**src/rtl/axi_stream_checker_pkg.sv**
```systemverilog
// rtl/axi_stream_checker_pkg.sv - shared constants and helpers for the stream checker
// Contents: error-bit indices, flag width, byte-lane popcount.
package axi_stream_checker_pkg;

  localparam int ERR_W              = 5;
  localparam int ERR_VALID_DROP     = 0;
  localparam int ERR_PAYLOAD_CHANGE = 1;
  localparam int ERR_STRB_NO_KEEP   = 2;
  localparam int ERR_STALL_TIMEOUT  = 3;
  localparam int ERR_PKT_OVERLEN    = 4;

  // Widest supported TKEEP; narrower channels zero-extend into it.
  localparam int MAX_BYTE_W = 64;
  localparam int POP_W      = $clog2(MAX_BYTE_W + 1);

  function automatic logic [POP_W-1:0] popcount(input logic [MAX_BYTE_W-1:0] v);
    logic [POP_W-1:0] n;
    n = '0;
    for (int i = 0; i < MAX_BYTE_W; i++) begin
      n = n + POP_W'(v[i]);
    end
    return n;
  endfunction

endpackage

```
**src/rtl/axi_stream_checker_ch.sv**
```systemverilog
// rtl/axi_stream_checker_ch.sv - one channel of the passive stream checker
// Inputs : aclk, areset (sync, active-high), clr, one channel's stream signals.
// Outputs: err_flags (sticky), err_flags_nxt (next-state flags for the top's err_any),
//          beat/pkt/byte counters, in_packet.
module axi_stream_checker_ch
  import axi_stream_checker_pkg::*;
#(
  parameter int BYTE_W        = 4,
  parameter int CNT_W         = 32,
  parameter int MAX_STALL     = 16,
  parameter int MAX_PKT_BEATS = 256
) (
  input  logic                aclk,
  input  logic                areset,
  input  logic                clr,
  input  logic                tvalid,
  input  logic                tready,
  input  logic [8*BYTE_W-1:0] tdata,
  input  logic [BYTE_W-1:0]   tkeep,
  input  logic [BYTE_W-1:0]   tstrb,
  input  logic                tlast,
  output logic [ERR_W-1:0]    err_flags,
  output logic [ERR_W-1:0]    err_flags_nxt,
  output logic [CNT_W-1:0]    beat_count,
  output logic [CNT_W-1:0]    pkt_count,
  output logic [CNT_W-1:0]    byte_count,
  output logic                in_packet
);

  localparam int PAY_W = 8*BYTE_W + 2*BYTE_W + 1;
  localparam int ST_W  = (MAX_STALL > 0) ? $clog2(MAX_STALL + 1) : 1;
  localparam int PB_W  = (MAX_PKT_BEATS > 0) ? $clog2(MAX_PKT_BEATS + 1) : 1;
  localparam int SUM_W = CNT_W + POP_W + 1;

  localparam logic [ST_W-1:0]  ST_MAX  = ST_W'(MAX_STALL);
  localparam logic [ST_W-1:0]  ST_ARM  = ST_W'(MAX_STALL - 1);
  localparam logic [PB_W-1:0]  PB_MAX  = PB_W'(MAX_PKT_BEATS);
  localparam logic [PB_W-1:0]  PB_LAST = PB_W'(MAX_PKT_BEATS - 1);
  localparam logic [CNT_W-1:0] CNT_SAT = {CNT_W{1'b1}};

  logic             hs;
  logic             stalled;
  logic [PAY_W-1:0] payload;
  logic [PAY_W-1:0] prev_payload;
  logic             prev_valid;
  logic             prev_ready;
  logic             hist_ok;
  logic [ST_W-1:0]  stall_cnt;
  logic [PB_W-1:0]  pkt_beats;
  logic [ERR_W-1:0] err_set;
  logic [SUM_W-1:0] byte_sum;
  logic [CNT_W-1:0] byte_nxt;

  assign hs      = tvalid & tready;
  assign stalled = tvalid & ~tready;
  assign payload = {tdata, tkeep, tstrb, tlast};

  // Saturating byte accumulate, computed wide enough that the carry is never lost.
  assign byte_sum = SUM_W'(byte_count) + SUM_W'(popcount(MAX_BYTE_W'(tkeep)));
  assign byte_nxt = (byte_sum > SUM_W'(CNT_SAT)) ? CNT_SAT : byte_sum[CNT_W-1:0];

  always_comb begin
    err_set = '0;
    // Rules that look at last cycle's handshake are masked until history is valid.
    err_set[ERR_VALID_DROP]     = hist_ok & prev_valid & ~prev_ready & ~tvalid;
    err_set[ERR_PAYLOAD_CHANGE] = hist_ok & prev_valid & ~prev_ready & tvalid &
                                  (payload != prev_payload);
    err_set[ERR_STRB_NO_KEEP]   = tvalid & (|(tstrb & ~tkeep));
    // Fires only on the cycle the counter steps onto MAX_STALL; saturation then
    // keeps it from re-firing within the same stall episode.
    err_set[ERR_STALL_TIMEOUT]  = (MAX_STALL > 0) && stalled && (stall_cnt == ST_ARM);
    err_set[ERR_PKT_OVERLEN]    = (MAX_PKT_BEATS > 0) && hs && !tlast &&
                                  (pkt_beats == PB_LAST);
  end

  // clr drops old flags but keeps anything detected in the same cycle.
  assign err_flags_nxt = clr ? err_set : (err_flags | err_set);

  always_ff @(posedge aclk) begin
    if (areset) begin
      hist_ok      <= 1'b0;
      prev_valid   <= 1'b0;
      prev_ready   <= 1'b0;
      prev_payload <= '0;
      stall_cnt    <= '0;
      pkt_beats    <= '0;
      in_packet    <= 1'b0;
      err_flags    <= '0;
      beat_count   <= '0;
      pkt_count    <= '0;
      byte_count   <= '0;
    end else begin
      hist_ok      <= 1'b1;
      prev_valid   <= tvalid;
      prev_ready   <= tready;
      prev_payload <= payload;
      err_flags    <= err_flags_nxt;

      if (!stalled) begin
        stall_cnt <= '0;
      end else if (stall_cnt != ST_MAX) begin
        stall_cnt <= stall_cnt + 1'b1;
      end

      if (hs) begin
        in_packet <= ~tlast;
        if (tlast) begin
          pkt_beats <= '0;
        end else if (pkt_beats != PB_MAX) begin
          pkt_beats <= pkt_beats + 1'b1;
        end
      end

      // clr beats a same-cycle handshake: the beat is not counted.
      if (clr) begin
        beat_count <= '0;
        pkt_count  <= '0;
        byte_count <= '0;
      end else if (hs) begin
        if (beat_count != CNT_SAT) beat_count <= beat_count + 1'b1;
        if (tlast && (pkt_count != CNT_SAT)) pkt_count <= pkt_count + 1'b1;
        byte_count <= byte_nxt;
      end
    end
  end

endmodule

```
**config.mk**
```make
export PLATFORM = sky130hd
export DESIGN_NAME = axi_stream_checker_ch
export DESIGN_NICKNAME = d
export VERILOG_FILES = /design/src/rtl/axi_stream_checker_pkg.sv /design/src/rtl/axi_stream_checker_ch.sv
export SDC_FILE = /design/constraint.sdc
export NUM_CORES = 1
export LEC_CHECK = 0
export ABC_AREA = 0
export CORE_UTILIZATION = 25
export DETAILED_ROUTE_END_ITERATION = 8
export GPL_ROUTABILITY_DRIVEN = 0
export MAX_ROUTING_LAYER = met4
export REMOVE_ABC_BUFFERS = 1
export SLEW_MARGIN = 0
export SYNTH_ARGS = -nofsm -noshare
export SYNTH_HDL_FRONTEND = slang
export SYNTH_SLANG_ARGS = --single-unit
```
**constraint.sdc**
```tcl
create_clock -name aclk -period 3.31 [get_ports aclk]
set_input_delay 0.8275 -clock aclk [delete_from_list [all_inputs] [get_ports aclk]]
set_output_delay 0.8275 -clock aclk [all_outputs]
set_load 0.05 [all_outputs]
```
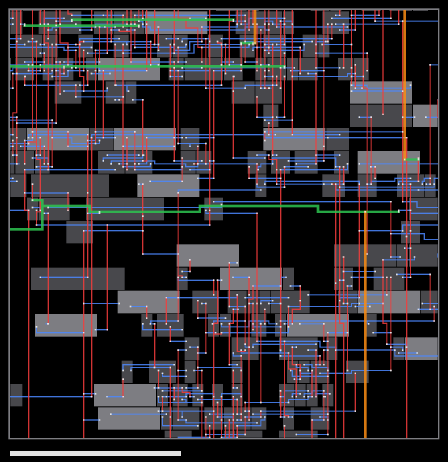
**Above:** run 1 (zoomed window).
Bar = 20 microns. Region (62, 97) to (112, 147) microns. Cells in gray, sequential cells in the stronger gray; small squares are vias.
Key: M2 = red; M4 = orange; M3 = green; M1 = blue
Netlist names of flops here include pkt_count (8), pkt_beats (6), err_flags (2). Most frequent: nor2_1 (21), dfxtp_1 (17), nand3_1 (11). Sequential cells in the window: 17. 137 logic cells have their middle in the window.

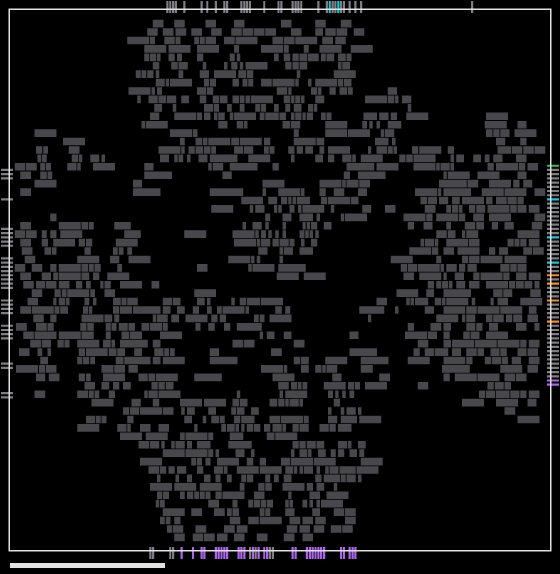
**Above:** run 1 (ports around the boundary).
Bar = 50 microns. Pins as bars across the die edge, other pins in gray.
Key: areset = green [pins 1, direction input, edge right]; beat_count = purple [pins 32, direction output, edge 30 bottom, 2 right]; tkeep = orange [pins 4, direction input, edge right]; err_flags_nxt = cyan [pins 5, direction output, edge 3 right, 2 top]
die height: 174 microns
Die Wd: 174 microns

==> metrics.cfg, run 1 <==
[yosys]
top_cells_by_area=dfxtp_1, xor2_1, nor2_1
yosysWarnings=0
syn_area_per_cell_sq_um=8.78
synthSimpleGateAreaFrac_pct=27.5
synth_seq_share_pct=43.1
top_cells_by_count=dfxtp_1, nor2_1, a21oi_1
top_cell_area_share_pct=43.1

[critical_path]
critPathTopFamily=simple AND/OR/NAND/NOR gates
worstPathRequired_ns=3.64
rr_worst_depth=9
ff2ff_setup_slack_ns=0.71
critical_path_class=in2reg
worstPathMaxFanout=8

[global_routing]
grtUsageMet2_pct=22.1
antenna_found_initial=0
grt_pass1_wl_mm=34.4
busiest_layer=met2
grt_max_degree=51

[power]
powerDensity_nw_per_um2=413
ir_drop_mv=0.333

[placement]
dp_slack_ns=-0.927
placed_area_sq_um=9630
io_buffer_count=152

[clock_network]
h-tree-depth=4
numClockSinks=160
clk_pin_slew_ns=0.07
clk_path_buf_depth=2

[layout]
clk_share_pct=5.61
n_all_buffers=193
buffer_area_share_pct=18.3
comb_area_sq_um=3980
postLayoutCellArea_sq_um=10300
final_nets=1080
drive_above_1_share_pct=11.2

[floorplanning]
taps=384
ios=153

[routing]
drtAntennaViolNets=0
wl_met3_mm=1.00
drc=0
wl_per_cell_microns=15.0
drtIter0Drc=486

[sta]
timing.slew.headroom_pct=48.5
timing.setup.tns_ns=0
tightest_slew_ns=0.762
hold_ws_ns=0.493

[min_path]
hp-start=beat_count[28]$_SDFFE_PP0P_

[status]
status=complete, no violations

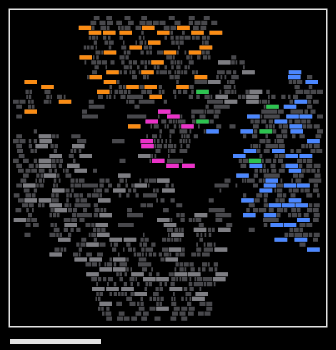
**Above:** run 1 (register map, names as in the netlist).
Bar = 50 microns. Other sequential cells in the stronger gray, the rest of the logic in the fainter gray.
Key: prev_payload = blue [placed flops 41, where right middle]; pkt_count = orange [placed flops 32]; pkt_beats = magenta [placed flops 9, where middle]; err_flags = green [placed flops 5]
Another 73 sequential cells are not colored.
Flop area: 3200 sq um
fraction of area in registers: 31.2%

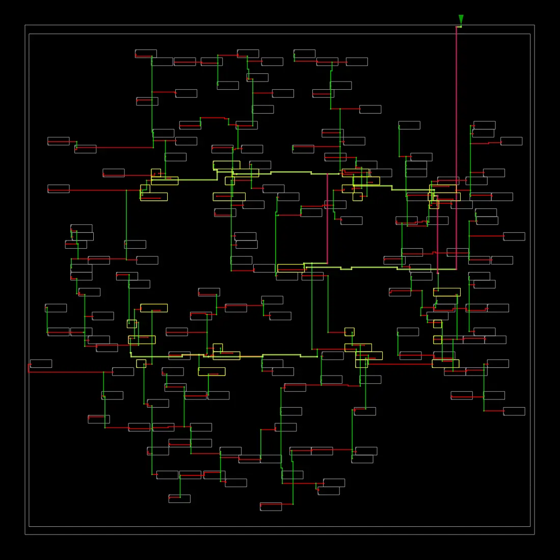
**Above:** run 1 (clock routing).
flop count: 160
insertion delay to the later sink of the worst-skew pair: 0.43 ns

-- run 1: how the worst max path moves through the flow --
stage | startpoint | end | slack [ns]
2_1_floorplan | tkeep[0] | byte_count[14]$_SDFFE_PP0P_ | -0.26
3_3_place_gp | tkeep[0] | byte_count[14]$_SDFFE_PP0P_ | -0.85
3_5_place_dp | tkeep[0] | byte_count[16]$_SDFFE_PP0P_ | -0.93
4_1_cts | tkeep[2] | err_flags_nxt[1] | 0.003
5_1_grt | tkeep[1] | byte_count[14]$_SDFFE_PP0P_ | -0.03
6_report | tkeep[1] | byte_count[14]$_SDFFE_PP0P_ | 0.01
-- run 1: power by group --
group / total [mW] / switching, mW / internal, mW
combinational: 0.290 / 0.155 / 0.135
clock: 1.97 / 0.911 / 1.06
sequential: 1.97 / 0.0165 / 1.96
-- run 1: state kept, by name, indices dropped and copies added, names as in the netlist, 5 cells and up --
name / flops
byte_count: 32
beat_count: 32
stall_cnt: 5
pkt_count: 32
prev_payload: 41
err_flags: 5
pkt_beats: 9
-- run 1: layout by cell type, fill, tap and decap left out, drive strengths merged, types with 11 or more instances in the layout --
master	netlist	routed
and3	26	26
nor2	70	70
nor3	21	21
and2	11	11
a21oi	47	47
dfxtp	160	160
nor4	15	15
clkdlybuf4s50	0	142
a211oi	11	11
o21ai	40	40
xor2	46	46
nand2	42	42
nand4	31	31
clkbuf	24	19
nand3	38	38
and4	18	18
xnor2	20	20
buf	12	49
or4	11	11
nor2b	38	38
inv	37	44
a31oi	24	24
or3	27	27
-- run 1: repair_timing --
item | 4_1_cts | 5_1_grt
pin swaps | 10 | 13
gates resized | 16 | 10
endpoints found under the setup margin | 33 | 8
hold buffers | 0 | 0
setup buffers | 0 | 1
==> run 2: changes to the inputs <==
--- a/config.mk
+++ b/config.mk
@@ -6,6 +6,7 @@
 export NUM_CORES = 1
 export LEC_CHECK = 0
 export ABC_AREA = 0
+export CAP_MARGIN = 10
 export CORE_UTILIZATION = 25
 export DETAILED_ROUTE_END_ITERATION = 8
 export GPL_ROUTABILITY_DRIVEN = 0
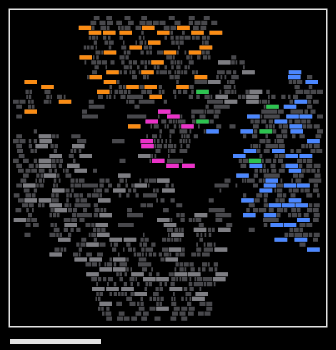
**Above:** run 2 (register map, names as in the netlist).
Bar = 50 microns. Other sequential cells in the stronger gray, the rest of the logic in the fainter gray.
Key: pkt_count = orange [placed flops 32]; prev_payload = blue [placed flops 41, where right middle]; pkt_beats = magenta [placed flops 9, where middle]; err_flags = green [placed flops 5]
Another 73 sequential cells are not colored.
Seq. pwr: 1.97 mW
Core Util, Final: 35.4%

==> run 2 against run 1 <==
  * Global-route usage is the same
  * Critical endpoint unchanged
  * Core utilization is the same
  * Non-clock buffer count is the same
  * Register-to-register slack is essentially flat
  * Area after synthesis is the same
  * Worst setup slack is the same
  * Wire length is the same
  * Largest power group unchanged
  * Critical path depth is the same
  * Sequential cell count is the same
  * Largest cell class unchanged
  * Count of clock-buffer cells in the layout is the same
  * Highest routed layer unchanged
==> metrics.cfg, run 2 <==
[routing]
drc=0
drtIter0Drc=486
wl_met3_mm=1.00
drtAntennaViolNets=0
wl_per_cell_microns=15.0

[sta]
timing.slew.headroom_pct=48.5
worst_slack_ns=0.0108
tightest_slew_ns=0.762
fin_worst_skew_ns=0.0133
timing.setup.tns_ns=0
hold_ws_ns=0.493

[clock_network]
numClockSinks=160
ctsHoldBuffers=0
worstSkewPairLatency_ns=0.43
clk_pin_slew_ns=0.07
h-tree-depth=4
clk_path_buf_depth=2

[layout]
instances_no_fill=1419
final_nets=1080
largest_register=prev_payload
postLayoutCellArea_sq_um=10300
lay_top_count=dfxtp_1
largest_register_ffs=41
lay_top_cells=dfxtp_1, clkdlybuf4s50_1, nor2_1, a21oi_1, xor2_1

[global_routing]
grt_max_degree=51
grt_pass1_wl_mm=34.4
antenna_found_initial=0

[status]
status=complete, no violations

[yosys]
synth_seq_share_pct=43.1
top_cell_area_share_pct=43.1
top_cells_by_area=dfxtp_1, xor2_1, nor2_1
syn_area_per_cell_sq_um=8.78
top_cells_by_count=dfxtp_1, nor2_1, a21oi_1
yosysWarnings=0
yosys_cells=846

[critical_path]
path_cells=buf_6, fa_1, inv_2, fa_2, inv_2, fa_2, nand4_1, or3_1, or3_4, and2_4, a311oi_2
ff2ff_setup_slack_ns=0.71
endpoint=byte_count[14]$_SDFFE_PP0P_
worstPathRequired_ns=3.64
critical_path_class=in2reg
rr_worst_depth=9
critPathCaptureType=flop
worstPathMaxFanout=8
critPathTopFamily=simple AND/OR/NAND/NOR gates
r2r-end=byte_count[14]$_SDFFE_PP0P_
crit_start=tkeep[1]

[power]
swShare_pct=25.5
power.total_mw=4.24
power_switching_mw=1.08
power_frac_clock_pct=46.6
p_seq_share_pct=46.6
power_leader=registers
combinationalPower_mw=0.290
p_int_mw=3.16
pg_clk_mw=1.97
comb_power_share_pct=6.8
powerDensity_nw_per_um2=413

[min_path]
hp-start=beat_count[28]$_SDFFE_PP0P_

[placement]
placed_area_sq_um=9630
io_buffer_count=152
dp_slack_ns=-0.927

[floorplanning]
ios=153
fp.dieH_microns=174
core-area_sq_um=28900
die_w_microns=174

[run 2: cell counts in the layout (fill, tap and decap cells not counted)]
No cell type changed its count.
[run 2: worst min path at each step]
stage,slack (ns),cells past startpoint,endpoint
after floorplan,0.49,2,stall_cnt[3]$_SDFFE_PP0P_
after global placement,0.46,2,in_packet$_SDFFE_PP0P_
after detailed placement,0.47,2,in_packet$_SDFFE_PP0P_
after CTS,0.50,2,beat_count[28]$_SDFFE_PP0P_
after global routing,0.52,1,byte_count[17]$_SDFFE_PP0P_
final,0.49,2,beat_count[28]$_SDFFE_PP0P_
[run 2: cell families after synthesis]
logic type / share of synthesized area (%)
and+or+nand+nor: 27.5
AOI/OAI and AO/OA: 14.7
DFF: 43.1
buffers and inverters: 4.04
xor gates and xnor gates: 7.78
adders and majority gates: 2.32
muxes: 0.539
[run 2: layout make-up]
cell class | count | area (sq um) | share of cell area (%)
multi-input cells | 613 | 3980 | 38.8
flip-flops and latches | 160 | 3200 | 31.2
repair buffers | 193 | 1880 | 18.3
well taps | 384 | 480 | 4.68
clock buffers | 18 | 429 | 4.18
clock inverters | 14 | 146 | 1.43
inverters | 37 | 139 | 1.35
[run 2: what timing repair did]
| action | in CTS | in global routing |
|---|---|---|
| buffers inserted | 0 | 1 |
| endpoints found under the setup margin | 33 | 8 |
| resized | 16 | 10 |
| endpoints found under the hold margin | 0 | 0 |
| gates cloned | 0 | 0 |
| pin swaps | 10 | 13 |
[run 2: tightest hold or removal path, cell delays in order, from the launching register on]
cell and delay (ns):
dfxtp_1 0.33, nand2_1 0.06, mux2i_1 0.05
[run 2: routing by layer]
metal  vias to the layer above  track usage (%)
met3                        12             3.11
li1                       3433                -
met5                         -                -
met4                         0             3.87
met2                       163             22.1
met1                      3188             19.6
==> run 3: changes to the inputs <==
--- a/config.mk
+++ b/config.mk
@@ -6,10 +6,12 @@
 export NUM_CORES = 1
 export LEC_CHECK = 0
 export ABC_AREA = 0
+export ABC_CLOCK_PERIOD_IN_PS = 3310
 export CAP_MARGIN = 10
 export CORE_UTILIZATION = 25
 export DETAILED_ROUTE_END_ITERATION = 8
 export GPL_ROUTABILITY_DRIVEN = 0
+export GPL_TIMING_DRIVEN = 0
 export MAX_ROUTING_LAYER = met4
 export REMOVE_ABC_BUFFERS = 1
 export SLEW_MARGIN = 0
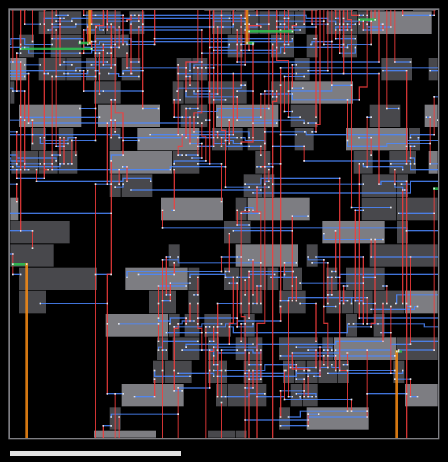
**Above:** run 3 (zoomed window).
Bar = 20 microns. Region (62, 97) to (112, 147) microns. Cells in gray, sequential cells in the stronger gray; small squares are vias.
Key: M3 = green; M1 = blue; M2 = red; M4 = orange
Sequential cells in the window: 19. 137 logic cells have their middle in the window. Netlist names of flops here include pkt_beats (8), pkt_count (8), err_flags (2). Most frequent: nor2_1 (22), dfxtp_1 (19), nand3_1 (10).

==> run 3 against run 2 <==
  * Synthesized cell count unchanged
  * Worst hold slack lost 0.011 ns
  * The flow now finishes with violations (negative setup slack)
  * Non-clock buffer count fell by 29
  * Worst setup slack lost 0.025 ns
  * Critical path type unchanged
  * Global-route usage is 0.18 points lower
  * Clock skew hardly changed
==> metrics.cfg, run 3 <==
[placement]
io_buffer_count=152
dp_slack_ns=-1.34

[floorplanning]
die_w_microns=174
die-area_sq_um=30400
ios=153
core-area_sq_um=28900
fp.dieH_microns=174

[layout]
antenna_cells=0
postLayoutCellArea_sq_um=10200
seq_area_sq_um=3200
drive_above_1_share_pct=9.53
area_growth_pct=36.7
comb_area_sq_um=4050
lay_top_cells=dfxtp_1, clkdlybuf4s50_1, nor2_1, a21oi_1, xor2_1
largest_register=prev_payload
utilization_pct=35.1
instances_no_fill=1391
lay_top_count=dfxtp_1
final_nets=1052
largest_register_ffs=41

[sta]
fin_worst_skew_ns=0.0128
timing.slew.headroom_pct=37.4
setup_viol=1
finalCriticalPeriod_ns=3.32
tightest_slew_ns=0.939
timing.setup.tns_ns=-0.0145
finalMaxSlewViolations=0
hold_ws_ns=0.481
worst_slack_ns=-0.0145

[yosys]
synthAoiAreaFrac_pct=14.7
yosys_cells=846
top_cell_area_share_pct=43.1
yosysWarnings=0
ys_sh_xor_pct=7.78
synth_seq_share_pct=43.1
ys_sh_mux_pct=0.539
syn_area_per_cell_sq_um=8.78
synthSimpleGateAreaFrac_pct=27.5
top_logic_kind=simple AND/OR/NAND/NOR gates
top_cells_by_count=dfxtp_1, nor2_1, a21oi_1
ys_sh_adder_pct=2.32
top_cells_by_area=dfxtp_1, xor2_1, nor2_1

[clock_network]
cts_resized=46
h-tree-depth=4
post-cts-setup-buffers=7
clk_pin_slew_ns=0.06
clk_path_buf_depth=2
numClockSinks=160
ctsHoldBuffers=0

[power]
ir_drop_mv=0.289
comb_power_share_pct=6.0
power_switching_mw=1.02
swShare_pct=22.7
powerDensity_nw_per_um2=441
p_int_mw=3.46
power.total_mw=4.48
power_frac_clock_pct=49.9
p_seq_share_pct=44.1

[status]
status=finished, violations left
violations=negative setup slack

[global_routing]
antenna_found_initial=0
grt_max_degree=75
grt_pass1_wl_mm=34.2

[routing]
drtIter0Drc=456
wl_per_cell_microns=15.4
drc=0

[critical_path]
critPathCaptureType=flop
critical_path_class=in2reg
worstPathRequired_ns=3.63
worstPathMaxFanout=7

run 3: area by class of cell:
cell class | instances | area share, %
Timing Repair Buffer | 164 | 16.0
Multi-Input combinational cell | 614 | 39.9
Inverter | 37 | 1.37
Clock inverter | 12 | 2.00
Tap cell | 384 | 4.73
Sequential cell | 160 | 31.5
Clock buffer | 20 | 4.50
run 3: critical path, cell delays in order:
cell and delay [ns]:
buf_8 0.10, fa_1 0.55, inv_2 0.04, fa_2 0.38
inv_2 0.07, fa_2 0.19, nand4_1 0.18, or3_4 0.41
or3_4 0.42, and2_4 0.20, a311oi_2 0.25
run 3: metal layers:
metal  global-route usage, %  wire [microns]
met5                       -               0
met4                    4.35             276
met3                    2.91            1040
met2                    21.6            9590
met1                    19.4           10400
run 3: path summary, 6_finish.rpt:
check	from	slack, ns	to	depth (start not counted)
worst max-delay path	tkeep[3]	-0.01	byte_count[16]$_SDFFE_PP0P_	11
worst min-delay path	byte_count[17]$_SDFFE_PP0P_	0.48	byte_count[17]$_SDFFE_PP0P_	1
worst max register to register	pkt_count[3]$_SDFFE_PP0P_	0.63	pkt_count[29]$_SDFFE_PP0P_	5
worst min register to register	byte_count[17]$_SDFFE_PP0P_	0.48	byte_count[17]$_SDFFE_PP0P_	1
run 3: power groups by stage:
| stage | registers, mW | clock network (mW) | logic [mW] |
|---|---|---|---|
| after CTS | 1.97 | 2.31 | 0.267 |
| after global routing | 1.98 | 2.38 | 0.300 |
| final | 1.98 | 2.23 | 0.271 |
| after detailed placement | 2.02 | 0 | 0.264 |
| after floorplan | 2.03 | 0 | 0.114 |
| after global placement | 2.02 | 0 | 0.261 |
No activity file was given, so power comes from the tool's default toggle rates.
